### Cell classes on the final placement, run 1

Scale: 3 px per um.
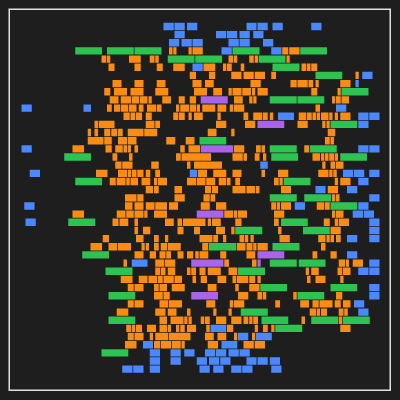
### Cell outlines without signal wires, run 1

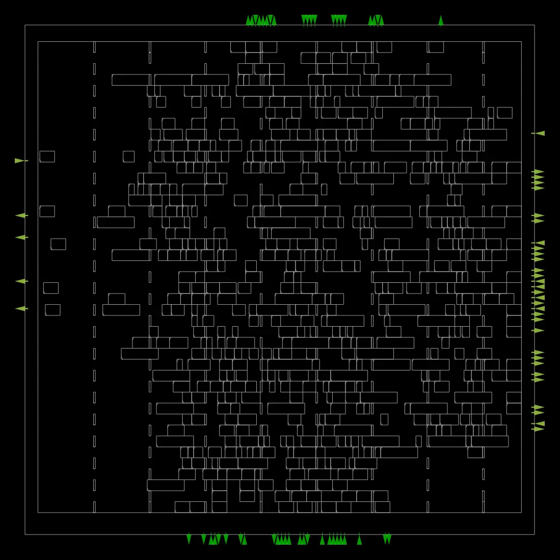
### Cell density map, run 1

Scale: 3 px per um. 13 x 13 tiles, from dark blue (low) to red (high), 0 to 100% covered.
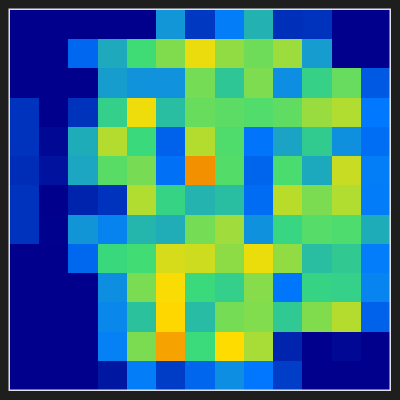
### The metal 1 layer, run 1

Scale: 4 px per um. Supply wires on this layer in gray.
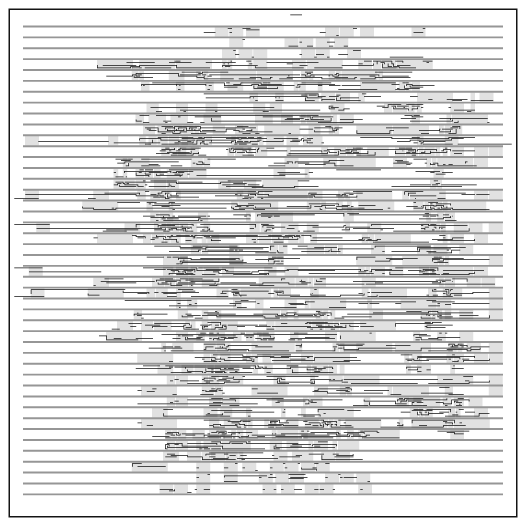
`src/rtl/hack_pkg.sv`:
```
// rtl/hack_pkg.sv - Hack CPU instruction field positions, defaults and C-instruction decode
package hack_pkg;

    localparam int DEF_WIDTH = 16;
    localparam int DEF_AW    = 15;
    localparam int PC_RESET  = 0;

    localparam int TYPE_BIT  = 15;
    localparam int A_BIT     = 12;
    localparam int COMP_MSB  = 11;
    localparam int COMP_LSB  = 6;
    localparam int DEST_MSB  = 5;
    localparam int DEST_LSB  = 3;
    localparam int JMP_MSB   = 2;
    localparam int JMP_LSB   = 0;

    typedef struct packed {
        logic       a;
        logic [5:0] comp;
        logic       dest_a;
        logic       dest_d;
        logic       dest_m;
        logic       lt;
        logic       eq;
        logic       gt;
    } c_fields_t;

    // Bits 14:13 are don't-care, so any instruction with bit 15 set decodes as C.
    function automatic c_fields_t decode_c(input logic [15:0] instr);
        c_fields_t f;
        f.a                     = instr[A_BIT];
        f.comp                  = instr[COMP_MSB:COMP_LSB];
        {f.dest_a, f.dest_d, f.dest_m} = instr[DEST_MSB:DEST_LSB];
        {f.lt, f.eq, f.gt}      = instr[JMP_MSB:JMP_LSB];
        return f;
    endfunction

endpackage

```
`src/rtl/hack_cpu_core_if.sv`:
```
// rtl/hack_cpu_core_if.sv - instruction ROM / data RAM bus seen by the Hack CPU core
interface hack_cpu_core_if #(
    parameter int WIDTH = 16,
    parameter int AW    = 15
);
    logic [15:0]      instruction;
    logic [WIDTH-1:0] inM;
    logic             stall;
    logic [WIDTH-1:0] outM;
    logic             writeM;
    logic [AW-1:0]    addressM;
    logic [AW-1:0]    pc;

    modport master (
        input  instruction, inM, stall,
        output outM, writeM, addressM, pc
    );

    modport slave (
        output instruction, inM, stall,
        input  outM, writeM, addressM, pc
    );
endinterface

```
`src/rtl/alu.sv`:
```
// rtl/alu.sv - Hack ALU: conditional zero/negate of inputs, add or and, optional output negate
module alu #(
    parameter int WIDTH = 16
) (
    input  logic [WIDTH-1:0] x,
    input  logic [WIDTH-1:0] y,
    input  logic             zx,
    input  logic             nx,
    input  logic             zy,
    input  logic             ny,
    input  logic             f,
    input  logic             no,
    output logic [WIDTH-1:0] out,
    output logic             zr,
    output logic             ng
);
    logic [WIDTH-1:0] x1, x2, y1, y2, r;

    always_comb begin
        x1  = zx ? '0 : x;
        x2  = nx ? ~x1 : x1;
        y1  = zy ? '0 : y;
        y2  = ny ? ~y1 : y1;
        r   = f ? (x2 + y2) : (x2 & y2);
        out = no ? ~r : r;
    end

    assign zr = (out == '0);
    assign ng = out[WIDTH-1];
endmodule

```
`src/rtl/hack_cpu_core.sv`:
```
// rtl/hack_cpu_core.sv - single-cycle Hack CPU datapath/control driving the ALU
module hack_cpu_core
    import hack_pkg::*;
#(
    parameter int WIDTH = DEF_WIDTH,
    parameter int AW    = DEF_AW
) (
    input  logic             clk,
    input  logic             reset,
    hack_cpu_core_if.master  bus
);
    logic [WIDTH-1:0] a_reg, d_reg, alu_y, alu_out;
    logic [AW-1:0]    pc_reg, pc_inc;
    logic             is_c, zr, ng, jump;
    c_fields_t        fld;

    assign is_c  = bus.instruction[TYPE_BIT];
    assign fld   = decode_c(bus.instruction);
    assign alu_y = fld.a ? bus.inM : a_reg;

    alu #(.WIDTH(WIDTH)) u_alu (
        .x  (d_reg),
        .y  (alu_y),
        .zx (fld.comp[5]),
        .nx (fld.comp[4]),
        .zy (fld.comp[3]),
        .ny (fld.comp[2]),
        .f  (fld.comp[1]),
        .no (fld.comp[0]),
        .out(alu_out),
        .zr (zr),
        .ng (ng)
    );

    assign jump   = is_c & ((fld.lt & ng) | (fld.eq & zr) | (fld.gt & ~ng & ~zr));
    assign pc_inc = pc_reg + AW'(1);

    // Jump target and addressM both use A as it was before this edge.
    always_ff @(posedge clk or posedge reset) begin
        if (reset) begin
            a_reg  <= '0;
            d_reg  <= '0;
            pc_reg <= AW'(PC_RESET);
        end else if (!bus.stall) begin
            if (!is_c) begin
                a_reg  <= WIDTH'({1'b0, bus.instruction[14:0]});
                pc_reg <= pc_inc;
            end else begin
                if (fld.dest_a) a_reg <= alu_out;
                if (fld.dest_d) d_reg <= alu_out;
                pc_reg <= jump ? a_reg[AW-1:0] : pc_inc;
            end
        end
    end

    assign bus.outM     = alu_out;
    assign bus.writeM   = is_c & fld.dest_m & ~bus.stall & ~reset;
    assign bus.addressM = a_reg[AW-1:0];
    assign bus.pc       = pc_reg;
endmodule

```
`src/flat_wrapper.sv`:
```
// flat-port wrapper written by rule: the top's interface ports become plain ports
module hack_cpu_core_flat import hack_pkg::*;
#(
    parameter int WIDTH = DEF_WIDTH,
    parameter int AW    = DEF_AW
)
  (clk, reset, bus_instruction, bus_inM, bus_stall, bus_outM, bus_writeM, bus_addressM, bus_pc);
  hack_cpu_core_if #(.WIDTH(WIDTH), .AW(AW)) bus_i ();
  input  logic clk;
  input  logic reset;
  input wire logic [$bits(bus_i.instruction)-1:0] bus_instruction;
  input wire logic [$bits(bus_i.inM)-1:0] bus_inM;
  input wire logic [$bits(bus_i.stall)-1:0] bus_stall;
  output wire logic [$bits(bus_i.outM)-1:0] bus_outM;
  output wire logic [$bits(bus_i.writeM)-1:0] bus_writeM;
  output wire logic [$bits(bus_i.addressM)-1:0] bus_addressM;
  output wire logic [$bits(bus_i.pc)-1:0] bus_pc;
  assign bus_i.instruction = bus_instruction;
  assign bus_i.inM = bus_inM;
  assign bus_i.stall = bus_stall;
  assign bus_outM = bus_i.outM;
  assign bus_writeM = bus_i.writeM;
  assign bus_addressM = bus_i.addressM;
  assign bus_pc = bus_i.pc;
  hack_cpu_core #(.WIDTH(WIDTH), .AW(AW)) u_core (.clk(clk), .reset(reset), .bus(bus_i));
endmodule
```
`config.mk`:
```
export PLATFORM = sky130hd
export DESIGN_NAME = hack_cpu_core_flat
export DESIGN_NICKNAME = d
export VERILOG_FILES = /design/src/rtl/hack_pkg.sv /design/src/rtl/hack_cpu_core_if.sv /design/src/rtl/alu.sv /design/src/rtl/hack_cpu_core.sv /design/src/flat_wrapper.sv
export SDC_FILE = /design/constraint.sdc
export NUM_CORES = 1
export LEC_CHECK = 0
export CAP_MARGIN = 40
export CORE_MARGIN = 3
export CORE_UTILIZATION = 30
export CTS_CLUSTER_SIZE = 20
export DETAILED_ROUTE_END_ITERATION = 8
export PLACE_DENSITY = 0.53
export RECOVER_POWER = 50
export SYNTH_ARGS = -nofsm -noshare
export SYNTH_HDL_FRONTEND = slang
export SYNTH_SLANG_ARGS = --single-unit
```
`constraint.sdc`:
```
create_clock -name clk -period 13.3 [get_ports clk]
set_input_delay 2.66 -clock clk [delete_from_list [all_inputs] [get_ports clk]]
set_output_delay 2.66 -clock clk [all_outputs]
set_load 0.02 [all_outputs]
```
==> flow_metrics.tcl, run 1 <==
# place-and-route summary
set metrics [dict create \
    cts_hold_buf 0 \
    warning_count 26 \
    cts_buffers 5 \
    p_clk_share_pct 15.8 \
    yosysChipArea_mm2 0.00436 \
    ys_cells 515 \
    lay_top_count "clkdlybuf4s50_1" \
    drv_cap 1 \
    first_pass_iters 4 \
    rr_startpoint "u_core.a_reg[0]" \
    pwr-share-comb_pct 60.7 \
    setup_viol 0 \
    crit_start "bus_instruction[12]" \
    holdPathStages 2 \
    fin_hold_ws_ns 0.485 \
    clock_tree.root_cell "clkbuf_16" \
    required_ns 10.64 \
    synthTopCellsByArea "dfrtp_1 27%, mux2i_1 8.5%, xnor2_1 6.8%" \
    hold_class "flip-flop to flip-flop" \
    hold_viol 0 \
    netlist_top_cells_count "53 x nand2_1, 47 x dfrtp_1, 43 x o21ai_0" \
    ioPinCount 82 \
    io_buffer_count 81 \
    die_w_um 127 \
    initial_core_util_pct 31.0 \
    slew_headroom_pct -80.6 \
    post-place-cells 741 \
    cts_post_setup_buffers_inserted 0 \
    hpwl_mm 9.74 \
    start_kind "primary input" \
    cts.sinks 47 \
    track_usage_pct 16.0 \
    cts_tree "yes" \
    crit_path_end_kind "output port" \
    violations "max-capacitance violations, max-slew violations" \
    core_mm2 0.0140 \
    slew_viol_final 49 \
    yosysTopAreaCellShare_pct 27.0 \
    wl_per_cell_um 17.0 \
    grt_start_max_net_pins 49 \
    critical_path_class "primary input to output port" \
    setup_ws_ns 3.78 \
    route.vias.total 3783 \
    hp-start "u_core.d_reg[1]" \
    status "finished with violations" \
    synth_area_leader_cell "dfrtp_1" \
    place.gp.congestion 0.856 \
    edf_count 0 \
    fin_nets 621 \
    reg2regPathDepth 18 \
    clockBufferDepth 2 \
    syn_inst 515 \
    fmax_mhz 105 \
    antenna_found_initial 0 \
    syn-cell-area_mm2 0.00436 \
    synthArstFlopShare_pct 100 \
    drcViolationCount 0 \
    htreeDepth 2 \
    ff_type "dfrtp_1" \
    layout_min_cycle_time_ns 9.52 \
    ctsResizeCount 0 \
    drt_wl_total_mm 12.8 \
    critPathArrivalTime_ns 6.86 \
    power_leakage_nw 2.33 \
    insertion_delay_ns 0.30 \
    tightest_slew_ns 2.71 \
    worstPathMaxFanout 15 \
    rsz0062_at_grt "no" \
    synth-seq-cells 47 \
    drt-vias-per-instance 5.05 \
    final_cells 749 \
]
## Picture notes: 'Cell classes on the final placement'
class	color	cells	share of their area
remaining logic cells	orange	424	56%
clock drivers and dummy loads	purple	8	3.6%
remaining buffers and delay cells	blue	90	17%
registers	green	47	23%

## Picture notes: 'Cell outlines without signal wires'
Rows: 43
tapcells inserted: 180
Filler cells: 1,400
Final Util: 38.8%

## Picture notes: 'Cell density map'
tiles over 75% full	1.8%
mean over tiles	33%
nearly empty tiles	23%
emptiest ninth of the die	lower left
fullest tile	84%

## Picture notes: 'The metal 1 layer'
wire length on this layer	6,070 um
longest straight run	43.7 um
nets with wire on the layer	564

run 1: critical path: stages:
cell and delay, ns:
clkdlybuf4s50_1 0.56, buf_8 0.21, mux2i_1 0.23, nor2_1 0.07, xor2_1 0.18, ha_1 0.42
and4_1 0.26, nand3_1 0.08, nor4b_1 0.44, nor3_1 0.14, o2111ai_1 0.23, nand4_1 0.14
xnor2_1 0.50, clkdlybuf4s50_1 0.73
run 1: cell type report:
class	instances	area (um2)	share of cell area, %
clock inverter	2	60.1	1.10
multi-input combinational	392	2830	51.9
tap	180	225	4.13
clock buffer	6	129	2.37
timing repair buffer	90	912	16.7
inverter	32	120	2.20
sequential	47	1180	21.6
run 1: worst paths after layout:
kind	to	slack (ns)
max	bus_outM[15]	3.78
min	u_core.d_reg[1]	0.48
max in group asynchronous	u_core.a_reg[1]	7.94
max reg2reg	u_core.bus.pc[2]	8.25
min reg2reg	u_core.d_reg[1]	0.48
min in group asynchronous	u_core.bus.pc[12]	3.82
run 1: routing by layer:
layer	up-vias	GRT usage, %	wire [um]
met4	0	4.35	216
li1	1894	-	-
met3	12	2.36	431
met2	74	26.4	6040
met1	1803	21.8	6070
met5	-	0	0
run 1: power by group through the flow:
stage                     clock network, mW  logic [mW]  registers, mW
after floorplan                           0       0.424          0.267
after global placement                    0       0.650          0.250
after detailed placement                  0       0.652          0.253
after CTS                             0.173       0.656          0.250
after global routing                  0.178       0.705          0.259
final                                 0.167       0.645          0.249
run 1: cell families after synthesis:
family	after synthesis	synth area share, %
AOI/OAI and AO/OA	117	19.4
xor gates and xnor gates	50	10.0
buffers and inverters	76	8.53
muxes	49	11.6
and+or+nand+nor	158	18.1
adders and majority gates	18	5.34
DFF	47	27.0
==> inputs of run 2 (changes only) <==
==> constraint.sdc (replaced) <==
create_clock -name clk -period 9.6 [get_ports clk]
set_input_delay 1.92 -clock clk [delete_from_list [all_inputs] [get_ports clk]]
set_output_delay 1.92 -clock clk [all_outputs]
set_load 0.02 [all_outputs]
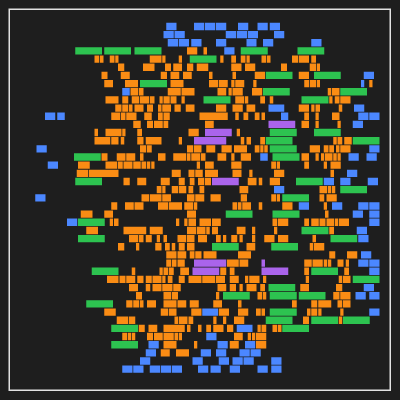
*Cell classes on the final placement, run 2*
Scale: 3 px per um.
class	color	cells	share of their area
remaining buffers and delay cells	blue	89	17%
clock drivers and dummy loads	purple	8	3.6%
registers	green	47	23%
remaining logic cells	orange	424	57%

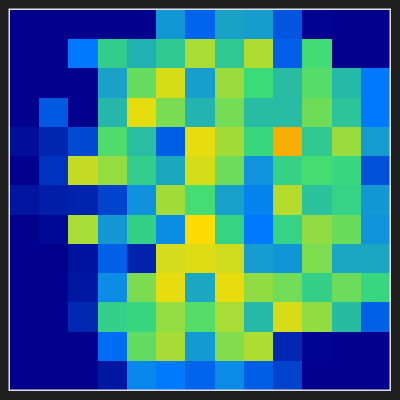
*Cell density map, run 2*
Scale: 3 px per um. 13 x 13 tiles, from dark blue (low) to red (high), 0 to 100% covered.
fullest tile	80%
tiles over 75% full	0.60%
emptiest ninth of the die	lower left
nearly empty tiles	23%
mean over tiles	33%

==> flow_metrics.tcl, run 2 <==
# place-and-route summary
set metrics [dict create \
    status "finished with violations" \
    violations "max-capacitance violations, max-slew violations" \
    required_ns 7.68 \
    drv_cap 1 \
    synth-seq-cells 47 \
    setup_ws_ns 1.39 \
    antenna_found_initial 0 \
    route.vias.total 3810 \
    tightest_slew_ns 2.89 \
    final_cells 748 \
    wl_per_cell_um 17.0 \
    drcViolationCount 0 \
    io_buffer_count 81 \
    grt_start_max_net_pins 49 \
    die_w_um 127 \
    post-place-cells 740 \
    fin_hold_ws_ns 0.488 \
    cts_buffers 5 \
    top_layer "met4" \
    start_kind "primary input" \
    initial_core_util_pct 31.0 \
    slew_viol_final 49 \
    drt-vias-per-instance 5.09 \
    hpwl_mm 9.75 \
    crit_chain "clkdlybuf4s50_1 > mux2i_1 > nor2_1 > xor2_1 > ha_1 > and4_1 > nand3_1 > nor4b_1 > nor3_1 > o2111ai_1 > nand4_1 > xnor2_1 > clkdlybuf4s50_1" \
    lay_top_count "clkdlybuf4s50_1" \
    crit_path_end "bus_outM[15]" \
    ff_type "dfrtp_1" \
    dr_wl_met3_um 510 \
    critPathArrivalTime_ns 6.29 \
    cp_slowest_cell "clkdlybuf4s50_1" \
    htreeDepth 2 \
    clock_tree.root_cell "clkbuf_16" \
    met2_wirelength_mm 5.97 \
    track_usage_pct 15.9 \
    cts_hold_buf 0 \
    core_mm2 0.0140 \
    hold_class "flip-flop to flip-flop" \
    setup_viol 0 \
    synth_area_leader_cell "dfrtp_1" \
    cts_post_setup_buffers_inserted 0 \
    crit_path_end_kind "output port" \
    p_clk_share_pct 15.9 \
    ioPinCount 82 \
    crit_start "bus_instruction[12]" \
]
run 2: cell counts after synthesis:
No cell type changed its count.
run 2: final cells by class:
class                           count  area [um2]
Inverter                           32         120
Clock buffer                        6         129
Tap cell                          180         225
Timing Repair Buffer               89         890
Clock inverter                      2        60.1
Fill cell                        1394        8620
Sequential cell                    47        1180
Multi-Input combinational cell    392        2830
run 2: routing by layer:
metal / vias up / global-route usage [%]
met5: - / 0
met4: 0 / 5.93
met3: 16 / 2.11
met2: 101 / 26.0
met1: 1783 / 21.6
li1: 1910 / -
run 2: power by group through the flow:
stage               clock network [mW]  registers, mW  logic [mW]
floorplan                            0          0.369       0.587
global placement                     0          0.346       0.891
detailed placement                   0          0.351       0.898
CTS                              0.238          0.347       0.903
global route                     0.246          0.359       0.969
finish                           0.233          0.345       0.883
run 2: kinds of logic (layout without fill, tap and decap cells):
kind of cell | Yosys count | count (layout) | synth area share (%)
AND-OR/OR-AND | 117 | 117 | 19.4
AND/OR/NAND/NOR | 158 | 158 | 18.1
buffers and inverters | 76 | 129 | 8.53
adder cells (fa/ha/maj) | 18 | 18 | 5.34
XOR/XNOR | 50 | 50 | 10.0
flip-flops | 47 | 47 | 27.0
multiplexers | 49 | 49 | 11.6
run 2: worst register-to-register path, cell delays in order (launching register included):
cell	delay, ns
dfrtp_1	0.40
mux2i_1	0.09
nor2_1	0.15
xor2_1	0.21
ha_1	0.25
inv_1	0.07
fa_1	0.41
xnor2_1	0.17
mux2i_1	0.10
xnor2_1	0.22
or3_1	0.42
nor4_1	0.29
or3b_2	0.52
a2111oi_4	0.45
a41oi_1	0.23
a221oi_4	0.32
buf_4	0.38
mux2i_1	0.25
a22oi_1	0.11
==> inputs of run 3 (changes only) <==
--- a/config.mk
+++ b/config.mk
@@ -12,6 +12,7 @@
 export DETAILED_ROUTE_END_ITERATION = 8
 export PLACE_DENSITY = 0.53
 export RECOVER_POWER = 50
+export SETUP_SLACK_MARGIN = 0.3
 export SYNTH_ARGS = -nofsm -noshare
 export SYNTH_HDL_FRONTEND = slang
 export SYNTH_SLANG_ARGS = --single-unit
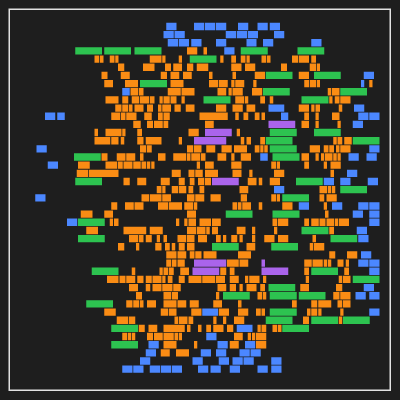
*Cell classes on the final placement, run 3*
Scale: 3 px per um.
class	color	cells	share of their area
registers	green	47	23%
remaining logic cells	orange	424	57%
remaining buffers and delay cells	blue	89	17%
clock drivers and dummy loads	purple	8	3.6%

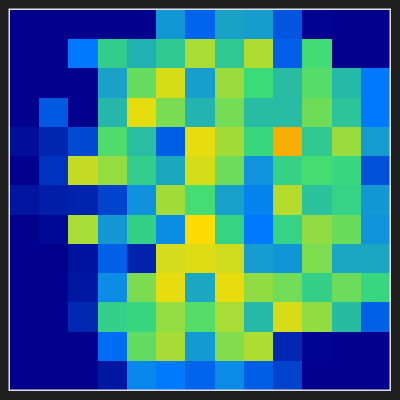
*Cell density map, run 3*
Scale: 3 px per um. 13 x 13 tiles, from dark blue (low) to red (high), 0 to 100% covered.
emptiest ninth of the die	lower left
nearly empty tiles	23%
mean over tiles	33%

==> flow_metrics.tcl, run 3 <==
# place-and-route summary
set metrics [dict create \
    status "finished with violations" \
    violations "max-capacitance violations, max-slew violations" \
    grtUsageMet3_pct 2.11 \
    fin_crit_sh_pct 85.5 \
    crit_start "bus_instruction[12]" \
    setup_ws_ns 1.39 \
    final_cells 748 \
    ctsResizeCount 0 \
    tightest_slew_ns 2.89 \
    route.vias.total 3810 \
    synth_area_leader_cell "dfrtp_1" \
    start_kind "primary input" \
    insertion_delay_ns 0.30 \
    rsz0062_at_grt "no" \
    hold_viol 0 \
    hpwl_mm 9.75 \
    row_count 43 \
    grt_pass1_wl_mm 20.5 \
    synthTopCellsByArea "dfrtp_1 27%, mux2i_1 8.5%, xnor2_1 6.8%" \
    post-place-cells 740 \
    clock_tree.root_cell "clkbuf_16" \
    syn_inst 515 \
    power_leakage_nw 2.32 \
    crit_path_end_kind "output port" \
    critPathArrivalTime_ns 6.29 \
    cts_post_setup_buffers_inserted 0 \
    antenna_cells 0 \
    edf_count 0 \
    warning_count 26 \
    drv_cap 1 \
    holdPathStages 2 \
    netlist_top_cells_count "53 x nand2_1, 47 x dfrtp_1, 43 x o21ai_0" \
    setup_viol 0 \
    yosysTopAreaCellShare_pct 27.0 \
    hp-start "u_core.d_reg[5]" \
    synthArstFlopShare_pct 100 \
    cts_hold_buf 0 \
    worstPathMaxFanout 12 \
    track_usage_pct 15.9 \
    min_to "u_core.d_reg[5]" \
    wl_per_cell_um 17.0 \
    fp_nets 568 \
    fin_nets 620 \
    fmax_mhz 122 \
    r2r-end "u_core.bus.pc[11]" \
    drt-vias-per-instance 5.09 \
    grt.busiest_layer "met2" \
    lay_top_count "clkdlybuf4s50_1" \
    slew_headroom_pct -92.4 \
    critical_path_class "primary input to output port" \
    io_buffer_count 81 \
    initial_core_util_pct 31.0 \
    core_mm2 0.0140 \
    drt_wl_total_mm 12.7 \
    htreeDepth 2 \
    rr_startpoint "u_core.a_reg[0]" \
    clockBufferDepth 2 \
    r2r_slack_ns 4.40 \
    first_pass_iters 5 \
    ioPinCount 82 \
    hold_class "flip-flop to flip-flop" \
    syn-cell-area_mm2 0.00436 \
    layout_min_cycle_time_ns 8.21 \
    cts_buffers 5 \
    slew_viol_final 49 \
    cts_tree "yes" \
    use_met2_pct 26.0 \
    synth-seq-cells 47 \
    die_w_um 127 \
    antenna_found_initial 0 \
    ff_type "dfrtp_1" \
    place.gp.congestion 0.883 \
    grt_start_max_net_pins 49 \
    required_ns 7.68 \
    yosysChipArea_mm2 0.00436 \
    cts.sinks 47 \
    ys_cells 515 \
    reg2regPathDepth 18 \
    use_met1_pct 21.6 \
    drcViolationCount 0 \
    fin_hold_ws_ns 0.488 \
]
run 3: cell counts in the layout (fill, tap and decap cells not counted):
Identical to the previous run, type by type.
run 3: routing by layer:
layer  vias up  share of wire [%]
met2       101                 47
met4         0                2.8
met3        16                4.0
met1      1783                 46
li1       1910                  -
met5         -                  0
run 3: worst max-delay path, cell delays in order:
cell and delay, ns:
clkdlybuf4s50_1 0.90, mux2i_1 0.26, nor2_1 0.07, xor2_1 0.18
ha_1 0.43, and4_1 0.28, nand3_1 0.09, nor4b_1 0.48
nor3_1 0.14, o2111ai_1 0.22, nand4_1 0.13, xnor2_1 0.48
clkdlybuf4s50_1 0.72
run 3: how the worst max path moves through the flow:
stage               depth (start not counted)      endpoint  slack [ns]
floorplan                                  14  bus_outM[15]        2.46
global placement                           13  bus_outM[15]        1.33
detailed placement                         13  bus_outM[15]        1.36
CTS                                        13  bus_outM[15]        1.32
global route                               13  bus_outM[15]        1.09
finish                                     13  bus_outM[15]        1.39
run 3: cell type report:
cell class | count | area, um2
fillers | 1394 | 8620
multi-input cells | 392 | 2830
flip-flops and latches | 47 | 1180
repair buffers | 89 | 890
well taps | 180 | 225
clock buffers | 6 | 129
inverters | 32 | 120
clock inverters | 2 | 60.1
run 3: kinds of logic after synthesis:
kind of cell             share of synthesized area (%)
AND-OR/OR-AND                                     19.4
XOR/XNOR                                          10.0
adder cells (fa/ha/maj)                           5.34
buffers and inverters                             8.53
flip-flops                                        27.0
multiplexers                                      11.6
AND/OR/NAND/NOR                                   18.1
run 3: report_power, final:
| part | total [mW] | internal, mW | switching [mW] |
|---|---|---|---|
| clock network | 0.233 | 0.150 | 0.0828 |
| logic | 0.883 | 0.393 | 0.490 |
| registers | 0.345 | 0.277 | 0.0677 |
| total | 1.46 | 0.820 | 0.640 |
Power figures rest on the tool's default switching activity, not on a simulated workload.
